### src/rtl/burst_framer_pkg.sv
// burst_framer_pkg
//   Shared definitions for the burst framer: FSM state encoding, default
//   header marker, count width and small helper functions.
//   Optional feature macro: BURST_FRAMER_CHECKSUM_EN adds the TRAILER state.
package burst_framer_pkg;

   localparam int         CNT_W              = 8;
   localparam logic [7:0] HDR_MARKER_DEFAULT = 8'hA5;

   typedef enum logic [2:0] {
      S_IDLE    = 3'd0,
      S_CAPTURE = 3'd1,
      S_HDR_MK  = 3'd2,
      S_HDR_LEN = 3'd3,
      S_PAYLOAD = 3'd4
`ifdef BURST_FRAMER_CHECKSUM_EN
      , S_TRAILER = 3'd5
`endif
   } state_t;

   // Buffer address width; a one-word buffer still needs a one-bit address.
   function automatic int addr_w(input int depth);
      return (depth > 1) ? $clog2(depth) : 1;
   endfunction

   function automatic logic [15:0] sat_inc16(input logic [15:0] v);
      return (v == 16'hFFFF) ? v : v + 16'd1;
   endfunction

endpackage

### src/rtl/burst_framer_buf.sv
// burst_buf
//   Simple dual-port buffer: one synchronous write port, one read port with
//   a registered output (rdata shows mem[raddr] one clock after raddr).
//   Ports:
//     clk    in   clock
//     we     in   write enable
//     waddr  in   write address
//     wdata  in   write data (8 bits)
//     raddr  in   read address
//     rdata  out  registered read data (8 bits)
module burst_buf #(
   parameter int DEPTH = 64,
   parameter int AW    = 6
) (
   input  logic          clk,
   input  logic          we,
   input  logic [AW-1:0] waddr,
   input  logic [7:0]    wdata,
   input  logic [AW-1:0] raddr,
   output logic [7:0]    rdata
);

   logic [7:0] mem [DEPTH];

   always_ff @(posedge clk) begin
      if (we) begin
         mem[waddr] <= wdata;
      end
      rdata <= mem[raddr];
   end

endmodule

### src/rtl/burst_framer.sv
// burst_framer
//   Captures a din_dv-qualified burst of 8-bit words into a local buffer,
//   checks +1 continuity, then replays it as a frame:
//   marker, length, payload[0..count-1] (and a checksum trailer when built
//   with BURST_FRAMER_CHECKSUM_EN) under a valid/ready handshake.
//   Ports:
//     clk            in   clock
//     rst            in   asynchronous active-low reset
//     din_dv, din    in   input word valid / data (no backpressure)
//     dout           out  framed word
//     dout_valid     out  dout valid
//     dout_ready     in   sink accepts dout
//     dout_sof       out  first word of frame (marker)
//     dout_eof       out  last word of frame
//     frame_seq_err  out  continuity error in this frame (marker..EOF)
//     frame_ovf      out  burst exceeded MAX_WORDS (marker..EOF)
//     busy           out  FSM not idle
//     drop_cnt       out  saturating count of words dropped while emitting
//   All outputs are registered.
module burst_framer
   import burst_framer_pkg::*;
#(
   parameter int         MAX_WORDS  = 64,
   parameter logic [7:0] HDR_MARKER = HDR_MARKER_DEFAULT
) (
   input  logic        clk,
   input  logic        rst,
   input  logic        din_dv,
   input  logic [7:0]  din,
   output logic [7:0]  dout,
   output logic        dout_valid,
   input  logic        dout_ready,
   output logic        dout_sof,
   output logic        dout_eof,
   output logic        frame_seq_err,
   output logic        frame_ovf,
   output logic        busy,
   output logic [15:0] drop_cnt
);

   localparam int               AW      = addr_w(MAX_WORDS);
   localparam logic [CNT_W-1:0] MAX_CNT = CNT_W'(MAX_WORDS);

   state_t           state_reg, state_next;
   logic [CNT_W-1:0] count_reg, count_next;
   // Index of the buffer word that rd_data currently presents.
   logic [CNT_W-1:0] rd_ptr_reg, rd_ptr_next;
   logic [7:0]       prev_reg, prev_next;
   logic             seq_err_reg, seq_err_next;
   logic             ovf_reg, ovf_next;
`ifdef BURST_FRAMER_CHECKSUM_EN
   logic [7:0]       xor_reg, xor_next;
`endif

   logic [7:0]       dout_reg, dout_next;
   logic             dout_valid_reg, dout_valid_next;
   logic             dout_sof_reg, dout_sof_next;
   logic             dout_eof_reg, dout_eof_next;
   logic             fseq_reg, fseq_next;
   logic             fovf_reg, fovf_next;
   logic             busy_reg, busy_next;
   logic [15:0]      drop_cnt_reg, drop_cnt_next;

   logic             we;
   logic [AW-1:0]    waddr;
   logic [7:0]       rd_data;
   logic             hs;
   logic             emitting;

   assign hs = dout_valid_reg & dout_ready;

   // Read address follows the next pointer so that rd_data always equals
   // buf[rd_ptr_reg]; this prefetch removes bubbles between payload words.
   burst_buf #(
      .DEPTH (MAX_WORDS),
      .AW    (AW)
   ) u_buf (
      .clk   (clk),
      .we    (we),
      .waddr (waddr),
      .wdata (din),
      .raddr (rd_ptr_next[AW-1:0]),
      .rdata (rd_data)
   );

   always_comb begin
      state_next      = state_reg;
      count_next      = count_reg;
      rd_ptr_next     = rd_ptr_reg;
      prev_next       = prev_reg;
      seq_err_next    = seq_err_reg;
      ovf_next        = ovf_reg;
`ifdef BURST_FRAMER_CHECKSUM_EN
      xor_next        = xor_reg;
`endif
      dout_next       = dout_reg;
      dout_valid_next = dout_valid_reg;
      dout_sof_next   = dout_sof_reg;
      dout_eof_next   = dout_eof_reg;
      fseq_next       = fseq_reg;
      fovf_next       = fovf_reg;
      drop_cnt_next   = drop_cnt_reg;
      we              = 1'b0;
      waddr           = count_reg[AW-1:0];
      emitting        = 1'b0;

      case (state_reg)
         S_IDLE: begin
            if (din_dv) begin
               we           = 1'b1;
               waddr        = '0;
               count_next   = 8'd1;
               prev_next    = din;
               seq_err_next = 1'b0;
               ovf_next     = 1'b0;
               rd_ptr_next  = '0;
`ifdef BURST_FRAMER_CHECKSUM_EN
               xor_next     = 8'd0;
`endif
               state_next   = S_CAPTURE;
            end
         end

         S_CAPTURE: begin
            if (din_dv) begin
               if (count_reg < MAX_CNT) begin
                  we         = 1'b1;
                  count_next = count_reg + 8'd1;
               end else begin
                  ovf_next = 1'b1;
               end
               // Continuity is checked on every word, stored or dropped.
               if (din != 8'(prev_reg + 8'd1)) begin
                  seq_err_next = 1'b1;
               end
               prev_next = din;
            end else begin
               state_next      = S_HDR_MK;
               dout_next       = HDR_MARKER;
               dout_valid_next = 1'b1;
               dout_sof_next   = 1'b1;
               dout_eof_next   = 1'b0;
               fseq_next       = seq_err_reg;
               fovf_next       = ovf_reg;
            end
         end

         S_HDR_MK: begin
            emitting = 1'b1;
            if (hs) begin
               state_next    = S_HDR_LEN;
               dout_next     = count_reg;
               dout_sof_next = 1'b0;
            end
         end

         S_HDR_LEN: begin
            emitting = 1'b1;
            if (hs) begin
               state_next  = S_PAYLOAD;
               dout_next   = rd_data;
               rd_ptr_next = 8'd1;
`ifdef BURST_FRAMER_CHECKSUM_EN
               dout_eof_next = 1'b0;
`else
               dout_eof_next = (count_reg == 8'd1);
`endif
            end
         end

         S_PAYLOAD: begin
            emitting = 1'b1;
            if (hs) begin
`ifdef BURST_FRAMER_CHECKSUM_EN
               xor_next = xor_reg ^ dout_reg;
`endif
               // rd_ptr_reg == count_reg means the word just accepted was the last.
               if (rd_ptr_reg == count_reg) begin
`ifdef BURST_FRAMER_CHECKSUM_EN
                  state_next    = S_TRAILER;
                  dout_next     = xor_reg ^ dout_reg;
                  dout_eof_next = 1'b1;
`else
                  state_next      = S_IDLE;
                  dout_next       = 8'd0;
                  dout_valid_next = 1'b0;
                  dout_eof_next   = 1'b0;
                  fseq_next       = 1'b0;
                  fovf_next       = 1'b0;
                  rd_ptr_next     = '0;
`endif
               end else begin
                  dout_next   = rd_data;
                  rd_ptr_next = rd_ptr_reg + 8'd1;
`ifdef BURST_FRAMER_CHECKSUM_EN
                  dout_eof_next = 1'b0;
`else
                  dout_eof_next = (8'(rd_ptr_reg + 8'd1) == count_reg);
`endif
               end
            end
         end

`ifdef BURST_FRAMER_CHECKSUM_EN
         S_TRAILER: begin
            emitting = 1'b1;
            if (hs) begin
               state_next      = S_IDLE;
               dout_next       = 8'd0;
               dout_valid_next = 1'b0;
               dout_eof_next   = 1'b0;
               fseq_next       = 1'b0;
               fovf_next       = 1'b0;
               rd_ptr_next     = '0;
            end
         end
`endif

         default: begin
            state_next = S_IDLE;
         end
      endcase

      // Upstream cannot be stalled, so words arriving while a frame is
      // being emitted are counted and discarded.
      if (emitting && din_dv) begin
         drop_cnt_next = sat_inc16(drop_cnt_reg);
      end

      busy_next = (state_next != S_IDLE);
   end

   always_ff @(posedge clk or negedge rst) begin
      if (!rst) begin
         state_reg      <= S_IDLE;
         count_reg      <= '0;
         rd_ptr_reg     <= '0;
         prev_reg       <= '0;
         seq_err_reg    <= 1'b0;
         ovf_reg        <= 1'b0;
`ifdef BURST_FRAMER_CHECKSUM_EN
         xor_reg        <= '0;
`endif
         dout_reg       <= '0;
         dout_valid_reg <= 1'b0;
         dout_sof_reg   <= 1'b0;
         dout_eof_reg   <= 1'b0;
         fseq_reg       <= 1'b0;
         fovf_reg       <= 1'b0;
         busy_reg       <= 1'b0;
         drop_cnt_reg   <= '0;
      end else begin
         state_reg      <= state_next;
         count_reg      <= count_next;
         rd_ptr_reg     <= rd_ptr_next;
         prev_reg       <= prev_next;
         seq_err_reg    <= seq_err_next;
         ovf_reg        <= ovf_next;
`ifdef BURST_FRAMER_CHECKSUM_EN
         xor_reg        <= xor_next;
`endif
         dout_reg       <= dout_next;
         dout_valid_reg <= dout_valid_next;
         dout_sof_reg   <= dout_sof_next;
         dout_eof_reg   <= dout_eof_next;
         fseq_reg       <= fseq_next;
         fovf_reg       <= fovf_next;
         busy_reg       <= busy_next;
         drop_cnt_reg   <= drop_cnt_next;
      end
   end

   assign dout          = dout_reg;
   assign dout_valid    = dout_valid_reg;
   assign dout_sof      = dout_sof_reg;
   assign dout_eof      = dout_eof_reg;
   assign frame_seq_err = fseq_reg;
   assign frame_ovf     = fovf_reg;
   assign busy          = busy_reg;
   assign drop_cnt      = drop_cnt_reg;

endmodule

### config.mk
export PLATFORM = sky130hd
export DESIGN_NAME = burst_framer
export DESIGN_NICKNAME = d
export VERILOG_FILES = /design/src/rtl/burst_framer_pkg.sv /design/src/rtl/burst_framer_buf.sv /design/src/rtl/burst_framer.sv
export SDC_FILE = /design/constraint.sdc
export NUM_CORES = 1
export LEC_CHECK = 0
export ABC_AREA = 1
export CORE_MARGIN = 5
export CORE_UTILIZATION = 40
export DETAILED_ROUTE_END_ITERATION = 10
export GPL_ROUTABILITY_DRIVEN = 0
export GPL_TIMING_DRIVEN = 0
export PLACE_DENSITY = 0.64
export SLEW_MARGIN = 20
export SYNTH_ARGS = -nofsm -noshare
export SYNTH_HDL_FRONTEND = slang
export SYNTH_SLANG_ARGS = --single-unit
export TNS_END_PERCENT = 10
### constraint.sdc
create_clock -name clk -period 6.4 [get_ports clk]
set_input_delay 0.64 -clock clk [delete_from_list [all_inputs] [get_ports clk]]
set_output_delay 0.64 -clock clk [all_outputs]
set_load 0.01 [all_outputs]
Zoomed window:
Window x 190 to 210, y 190 to 210 um. Cells in grey, sequential cells in the stronger grey; small squares are vias.
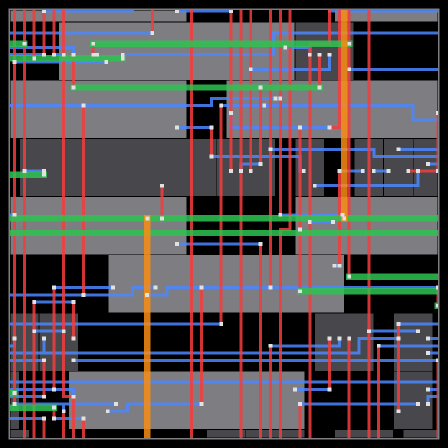
orange -> met4
blue -> met1
red -> met2
green -> met3
most frequent = edfxtp_1 (7), nand3b_1 (3), nand3_1 (3)
sequential cells in the window = 7
cells with their middle in the window = 18
netlist names of flops here include = `u_buf.mem` (7)

The clock network:
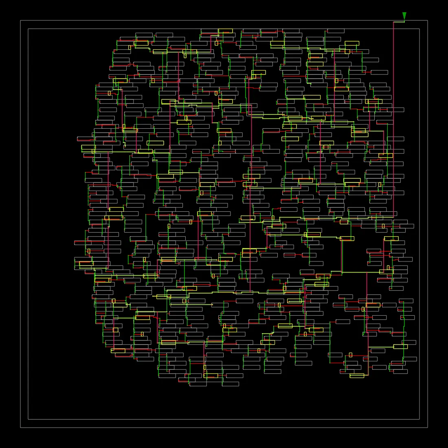
Layout Skew: 0.0177 ns
Insertion Delay late pin: 0.63 ns

Met2 routing:
Drawn at 1.5 px/um.
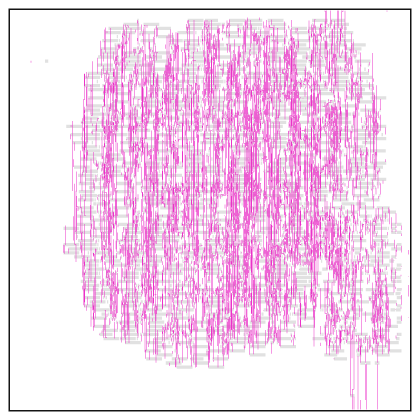
share of all routed wire = 47%
nets with wire on the layer = 2037
wire length on this layer = 34.2 mm

==> ci_impl_report.md <==
### Yosys + OpenROAD results

| Metric | Value |
|---|---|
| Clock H-tree levels | `2` |
| Height of the chip | `267 um` |
| Share of synthesized area spent on multiplexers | `less than 1%` |
| Final Routed Wirelength | `between 70000 and 80000 um` |
| Number of setup violations in the final report | `0` |
| Setup slack at placement | `between 2 and 2.5 ns` |
| Pre-Repair DR Iteration Count | `6` |
| Final worst slack | `2.94 ns` |
| Number of synthesized flops with an enable pin | `512` |
| Most used routing layer | `met2` |
| Finished layout cell area | `~0.03 sq mm` |
| Met2 track demand over resource | `about a third` |
| XORs/XNORs by Area | `1.23%` |
| Clock-pin slew on the worst setup and hold paths | `0.06 ns` |
| Sum of overflow across all layers after global routing | `0` |
| Met3 Routed Length | `6760 um` |
| Largest family of logic cells by area | `simple AND/OR/NAND/NOR gates` |
| Starting density of the core | `a little over 40%` |
| Share of synthesized cell area in full adder, half adder and majority cells | `less than 1%` |
| Synthesized registers | `579` |
| Hold Slack | `0.355 ns` |
| Stages on worst setup path | `10` |
| Area share of and-or/or-and cells after synthesis | `1.23%` |
| End-of-flow core utilization | `45.9%` |
| Total cell area reported by yosys after synthesis | `about 0.026 sq mm` |
| PwrDens | `427 mW/mm^2` |
| Final total negative setup slack | `0 ns` |
| Number of buffers created by CTS | `60` |
| Most used flip-flop cell | `edfxtp_1` |
| Simple Share, Synth | `24.3%` |
| Number of warnings reported in the yosys synthesis log | `0` |
| Placement Rows | `94` |
| Setup repair after global routing missed its margin | `no` |
| Leading cell types by count after synthesis | `nand3_1, edfxtp_1, nand2_1` |
| Signal arrival time at the worst endpoint | `3.75 ns` |
| Buffers and inverters on the worst path | `5` |
| Placeable core area | `0.0655 sq mm` |
| Netlist Area Pre-Place | `approximately 0.026 sq mm` |
| Type of the worst setup path | `in2reg` |
| Top layer in use | `met4` |
| Result of the run | `finished clean` |
| Total track usage | `20.2%` |
| Leak Pwr | `12.1 nW` |
Signal wires by layer:
Drawn at 2 px/um. Two of the layers only.
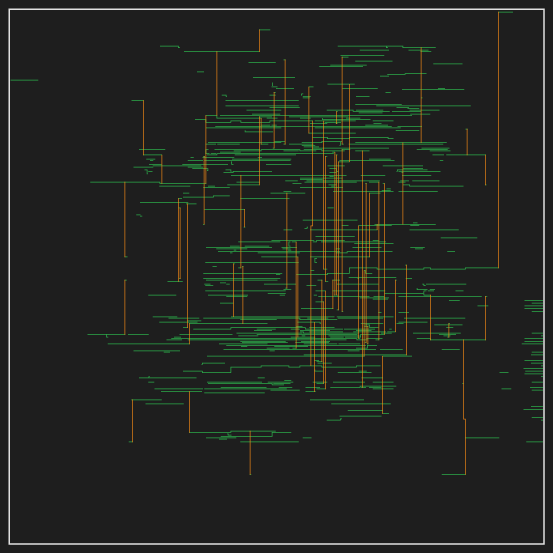
orange -> met4  # wire length 2600 um
green -> met3  # wire length 6760 um

Wires at chosen ports, followed through buffers:
Drawn at 1.5 px/um.
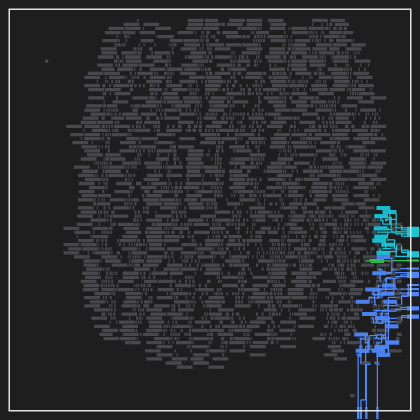
green -> `dout_sof`  # direction output, end cells 1, buffers 1, wire 26.7 um
cyan -> `dout`  # direction output, end cells 8, buffers 8, wire 188 um
blue -> `drop_cnt`  # direction output, end cells 16, buffers 16, wire 718 um

[worst paths after layout]
path	end	from	slack, ns
max	u_buf.mem[57][0]$_DFFE_PP_	din_dv	2.94
min reg2reg	dout[7]$_DFFE_PN0P_	u_buf.rdata[7]$_DFF_P_	0.48
min	drop_cnt[4]$_DFFE_PN0P_	rst	0.35
max reg2reg	u_buf.mem[57][0]$_DFFE_PP_	state_reg[2]$_DFF_PN0_	2.95
min in group clk	u_buf.mem[22][4]$_DFFE_PP_	din[4]	0.40
max in group asynchronous	count_reg[7]$_DFFE_PN0P_	rst	5.58
[what timing repair did]
item                       in CTS  in global routing
setup endpoints to repair       0                  0
hold endpoints to repair        1                  0
hold buffers                    1                  0
gates resized                   0                  0
[cell usage in the layout (no fill, tap or decap), types with 10 or more instances in the layout]
master           count
nand3b_1           176
edfxtp_1           512
nand3_1            550
nor2_1              95
buf_2               66
clkbuf_16           61
clkbuf_1            51
clkdlybuf4s50_1     32
buf_6               12
xor2_1              24
nor3_1              13
o21ai_0             18
dfrtp_1             59
buf_4               31
nand2_1            441
inv_2               13
xnor2_1             13
clkinv_2            10
nand4_1             13
inv_1              367
[power by group]
group / switching, mW / leakage, nW / total [mW] / internal [mW]
combinational: 3.39 / 5.70 / 4.83 / 1.45
clock: 1.45 / 0.959 / 3.55 / 2.10
sequential: 0.122 / 5.41 / 4.44 / 4.32
[layout make-up]
cell class                      instances  area, sq um
Antenna cell                            2         5.00
Buffer                                138          776
Clock buffer                           83         1630
Clock inverter                         28          349
Fill cell                            5963        35500
Inverter                              382         1430
Multi-Input combinational cell       1403         7130
Sequential cell                       579        17000
Tap cell                              864         1080
Timing Repair Buffer                   51          623
[cells by family after synthesis]
logic type,count (synthesis)
xor+xnor,37
simple gates,1310
flops,579
buf+inv,520
mux,1
fa+ha+maj,5
compound gates,50
Power figures rest on the tool's default switching activity, not on a simulated workload.
